[config.mk]
export PLATFORM = sky130hd
export DESIGN_NAME = serial_adder
export DESIGN_NICKNAME = d
export VERILOG_FILES = /design/src/rtl/serial_adder.sv
export SDC_FILE = /design/constraint.sdc
export NUM_CORES = 1
export LEC_CHECK = 0
export CAP_MARGIN = 20
export CORE_ASPECT_RATIO = 0.5
export CORE_MARGIN = 2
export CORE_UTILIZATION = 32
export DETAILED_ROUTE_END_ITERATION = 12
export PLACE_DENSITY = 0.61
export SLEW_MARGIN = 20
export SYNTH_ARGS = -nofsm -noshare
export SYNTH_HDL_FRONTEND = slang
export SYNTH_SLANG_ARGS = --single-unit
[constraint.sdc]
create_clock -name clk -period 1.95 [get_ports clk]
set_input_delay 0.195 -clock clk [delete_from_list [all_inputs] [get_ports clk]]
set_output_delay 0.195 -clock clk [all_outputs]
set_load 0.1 [all_outputs]
[src/rtl/serial_adder.sv]
// Bit-serial WIDTH-bit adder built around a decoder-based full adder, LSB first.
// Latency WIDTH edges from acceptance to done; start is ignored while busy.

module fa_decoder (
   input  logic i_a,
   input  logic i_b,
   input  logic i_cin,
   output logic o_s,
   output logic o_cout
);

   logic [7:0] w_dec;

   // One-hot minterm decode of {a, b, cin}; S and Cout are ORs of their minterms.
   assign w_dec  = 8'b0000_0001 << {i_a, i_b, i_cin};
   assign o_s    = w_dec[1] | w_dec[2] | w_dec[4] | w_dec[7];
   assign o_cout = w_dec[3] | w_dec[5] | w_dec[6] | w_dec[7];

endmodule

module serial_adder #(
   parameter int WIDTH = 8
) (
   input  logic             clk,
   input  logic             rst,
   input  logic             start,
   input  logic [WIDTH-1:0] a,
   input  logic [WIDTH-1:0] b,
   input  logic             cin,
   output logic             busy,
   output logic             done,
   output logic [WIDTH-1:0] sum,
   output logic             cout
);

   localparam int CW = $clog2(WIDTH + 1);
   localparam int PW = (WIDTH > 1) ? WIDTH - 1 : 1;
   localparam logic [CW-1:0] LAST_BIT = CW'(WIDTH - 1);

   typedef enum logic [1:0] {
      S_IDLE = 2'd0,
      S_RUN  = 2'd1,
      S_DONE = 2'd2
   } state_t;

   state_t           r_state;
   state_t           w_next_state;
   logic [WIDTH-1:0] r_sa;
   logic [WIDTH-1:0] r_sb;
   logic             r_c;
   logic [PW-1:0]    r_ps;
   logic [CW-1:0]    r_cnt;
   logic [WIDTH-1:0] r_sum;
   logic             r_cout;

   logic             w_s;
   logic             w_co;
   logic             w_last;
   logic [WIDTH-1:0] w_sum_next;
   logic [PW-1:0]    w_ps_next;

   fa_decoder u_fa (
      .i_a    (r_sa[0]),
      .i_b    (r_sb[0]),
      .i_cin  (r_c),
      .o_s    (w_s),
      .o_cout (w_co)
   );

   assign w_last = (r_cnt == LAST_BIT);

   // r_ps keeps only the upper WIDTH-1 partial-sum bits; bit 0 would be shifted out unread.
   generate
      if (WIDTH == 1) begin : g_w1
         assign w_sum_next = w_s;
         assign w_ps_next  = r_ps;
      end else begin : g_wn
         assign w_sum_next = {w_s, r_ps};
         assign w_ps_next  = w_sum_next[WIDTH-1:1];
      end
   endgenerate

   always_ff @(posedge clk or posedge rst) begin
      if (rst) begin
         r_state <= S_IDLE;
      end else begin
         r_state <= w_next_state;
      end
   end

   always_comb begin
      w_next_state = r_state;
      case (r_state)
         S_IDLE:  if (start) w_next_state = S_RUN;
         S_RUN:   if (w_last) w_next_state = S_DONE;
         S_DONE:  w_next_state = S_IDLE;
         default: w_next_state = S_IDLE;
      endcase
   end

   always_ff @(posedge clk or posedge rst) begin
      if (rst) begin
         r_sa   <= '0;
         r_sb   <= '0;
         r_c    <= 1'b0;
         r_ps   <= '0;
         r_cnt  <= '0;
         r_sum  <= '0;
         r_cout <= 1'b0;
      end else begin
         case (r_state)
            S_IDLE: begin
               if (start) begin
                  r_sa  <= a;
                  r_sb  <= b;
                  r_c   <= cin;
                  r_cnt <= '0;
               end
            end
            S_RUN: begin
               r_ps  <= w_ps_next;
               r_sa  <= r_sa >> 1;
               r_sb  <= r_sb >> 1;
               r_c   <= w_co;
               r_cnt <= r_cnt + CW'(1);
               // Result registers only move on the final bit so they hold the previous answer.
               if (w_last) begin
                  r_sum  <= w_sum_next;
                  r_cout <= w_co;
               end
            end
            default: ;
         endcase
      end
   end

   assign busy = (r_state != S_IDLE);
   assign done = (r_state == S_DONE);
   assign sum  = r_sum;
   assign cout = r_cout;

endmodule
**Routing congestion**

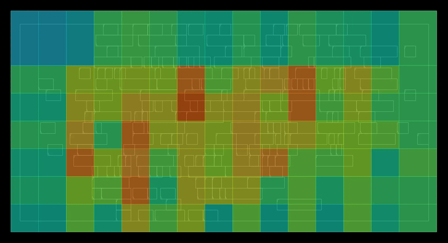
global-route track usage on met1: 15.6%
routed length per instance: 12.5 µm

==> impl_metrics.env <==
# physical design summary
export IMPL_post_cts_resized=0
export IMPL_post_route_min_period_ns=1.61
export IMPL_ctsHoldBuffers=0
export IMPL_log_warning_count=26
export IMPL_n_all_inverters=2
export IMPL_synth_cells=155
export IMPL_grt_pass1_wl_um=5500
export IMPL_top_cells_by_count="39 x sky130_fd_sc_hd__dfrtp_1, 39 x sky130_fd_sc_hd__nand2_1, 17 x sky130_fd_sc_hd__o21ai_0, 15 x sky130_fd_sc_hd__a22oi_1, 8 x sky130_fd_sc_hd__mux2_2"
export IMPL_source_to_sink_clock_delay_at_the_later_pin_of_the_worst_skew_pair_ns=0.29
export IMPL_cts_htree_levels=2
export IMPL_gr_usage_all_layers_pct=12.5
export IMPL_dieHeight_um=55.0
export IMPL_cp_data_arrival_time_ns=1.42
export IMPL_postSynthNetCount=177
export IMPL_insertedDiodeCount=0
export IMPL_sw_share_pct=43.5
export IMPL_post_route_cells_drive_above_1_share_pct=19.9
export IMPL_worst_endpoint_required_ns=1.75
export IMPL_timing_clock_skew_ns=0.00319
export IMPL_max_slew_margin_pct=67.2
export IMPL_grt_start_max_net_pins=40
export IMPL_area_reported_by_yosys_stat_um2=1660
export IMPL_internal_power_mw=2.27
export IMPL_timing_max_transition_violations_final=0
export IMPL_sequential_cell_area_um2=976
export IMPL_dominant_cells="flip-flops and latches"
export IMPL_async_reset_ff_share_pct=100
export IMPL_antenna_found_initial=0
export IMPL_hold_path_class="input pin to async pin"
export IMPL_status="finished, final reports clean"
export IMPL_crit_buf_inv=2
export IMPL_worstPathCellList="buf_4, or2_2, buf_12"
export IMPL_cap_violations=0
export IMPL_fillers=486
export IMPL_cp_top_family="flip-flops"
export IMPL_overflow=0
export IMPL_maximum_achievable_frequency_mhz=620
export IMPL_critPathKind="flip-flop to output port"
export IMPL_largest_area_cell="sky130_fd_sc_hd__dfrtp_1"
export IMPL_timing_setup_tns_ns=0
export IMPL_worst_setup_path_startpoint="r_state[0]$_DFFE_PP0P_"
export IMPL_route_antenna_remaining_nets=0
export IMPL_dp_final_hpwl_um=2160
export IMPL_portBuffers=30
export IMPL_synth_largest_type_area_fraction_pct=58.6
export IMPL_power_density_nw_per_um2=1830
export IMPL_place_area_um2=2060
export IMPL_finish_utilization_pct=44.2
export IMPL_comb_area_share_pct=28.8
export IMPL_worst_path_max_delay_cell="sky130_fd_sc_hd__dfrtp_1"
export IMPL_cts_tree="done"
export IMPL_design_seq_count=39
export IMPL_ys_warnings_count=0
export IMPL_ys_types=25
export IMPL_vdd_ir_drop_max_mv=0.622
export IMPL_sequentialPowerShare_pct=33.5
export IMPL_area_share_nonclk_buffers_pct=16.3
export IMPL_final_area_um2=2200
export IMPL_mi_logic_area_um2=633
export IMPL_worst_path_max_fanout=24
export IMPL_timing_rr_start="r_cnt[0]$_DFFE_PP0P_"
export IMPL_total_power_mw=4.01
export IMPL_combPwrFrac_pct=46.5
export IMPL_avgSynthCellArea_um2=10.7
export IMPL_nonClockBufferCount=38
export IMPL_cts_reportedPaths_clkPinSlew_ns=0.08
export IMPL_number_of_buffers_on_the_longest_clock_path=2
export IMPL_initCoreUtil_pct=33.4
**I/O pins on the die edge**

Pins as bars across the die edge, other pins in gray.
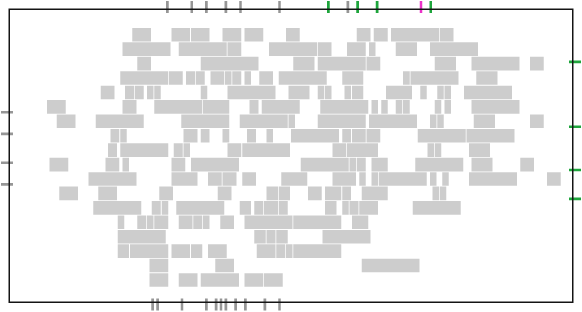
`clk`: in magenta, pins 1, direction input, edge north. `sum`: in green, pins 8, direction output, edge 4 east, 4 north.
All pins by edge: 12 north, 11 south, 4 west, 4 east.

sequential cells by signal (all words and copies together) (netlist names):
register  cells
r_cnt         4
cout          1
r_ps          7
r_sb          8
r_sa          8
r_c           1
sum           8
r_state       2
power by group through the flow:
| stage | Combinational (mW) | Clock (mW) | Sequential [mW] |
|---|---|---|---|
| 3_3_place_gp | 1.86 | 0 | 1.35 |
| 5_1_grt | 2.03 | 0.852 | 1.39 |
| 2_1_floorplan | 0.888 | 0 | 1.88 |
| 6_report | 1.87 | 0.803 | 1.34 |
| 4_1_cts | 1.89 | 0.825 | 1.35 |
| 3_5_place_dp | 1.89 | 0 | 1.36 |
logic make-up (layout without fill, tap and decap cells):
kind of cell | after synthesis | after routing | share of synthesized area [%]
AND/OR/NAND/NOR | 52 | 52 | 13.8
AND-OR/OR-AND | 40 | 40 | 15.4
flip-flops | 39 | 39 | 58.6
buffers and inverters | 12 | 48 | 3.46
multiplexers | 10 | 10 | 6.69
adder cells (fa/ha/maj) | 2 | 2 | 1.95
path summary, 6_finish.rpt:
check                                           end  slack [ns]  depth (start not counted)
worst max-delay path                           busy        0.34                          3
worst min-delay path             sum[5]$_DFFE_PP0P_        0.32                          3
worst max register to register   sum[7]$_DFFE_PP0P_        0.34                          4
worst min register to register  r_sa[5]$_DFFE_PP0P_        0.49                          2
max in group asynchronous       r_sb[3]$_DFFE_PP0P_        1.30                          3
min in group clk                r_sa[5]$_DFFE_PP0P_        0.49                          2
stage by stage:
stage,setup WS (ns),std cells
after global placement,0.364,253
after global routing,0.223,261
after detailed placement,0.340,253
final,0.337,261
after floorplan,0.266,155
after CTS,0.309,261
worst min-delay path, delay by kind of cell:
kind / cells / cell delay [ns]
buffers and inverters: 3 / 0.86
layer usage:
metal	part of all wire, %	routed length, µm	vias to the layer above
li1	-	-	602
met1	47	1540	592
met2	49	1580	17
met3	2.7	87	6
met4	1.7	54	0
met5	0	0	-
layout by cell type, fill, tap and decap left out:
master and count:
sky130_fd_sc_hd__o21ai_0 17, sky130_fd_sc_hd__o21bai_1 1, sky130_fd_sc_hd__o311ai_0 1, sky130_fd_sc_hd__ha_1 1
sky130_fd_sc_hd__a22o_1 2, sky130_fd_sc_hd__nor2_2 1, sky130_fd_sc_hd__dfrtp_1 39, sky130_fd_sc_hd__mux2_1 1
sky130_fd_sc_hd__clkdlybuf4s50_1 19, sky130_fd_sc_hd__nor3_4 1, sky130_fd_sc_hd__or2_2 1, sky130_fd_sc_hd__clkinvlp_4 1
sky130_fd_sc_hd__nand2b_1 2, sky130_fd_sc_hd__bufinv_16 2, sky130_fd_sc_hd__a32o_1 1, sky130_fd_sc_hd__fa_1 1
sky130_fd_sc_hd__inv_1 2, sky130_fd_sc_hd__nor2_1 1, sky130_fd_sc_hd__nand2_1 39, sky130_fd_sc_hd__a21oi_1 3
sky130_fd_sc_hd__mux2_2 8, sky130_fd_sc_hd__mux2i_1 1, sky130_fd_sc_hd__a22oi_1 15, sky130_fd_sc_hd__buf_12 2
sky130_fd_sc_hd__nor2b_1 5, sky130_fd_sc_hd__clkbuf_8 5, sky130_fd_sc_hd__nand3_1 2, sky130_fd_sc_hd__buf_4 17
No activity file was given, so power comes from the tool's default toggle rates.
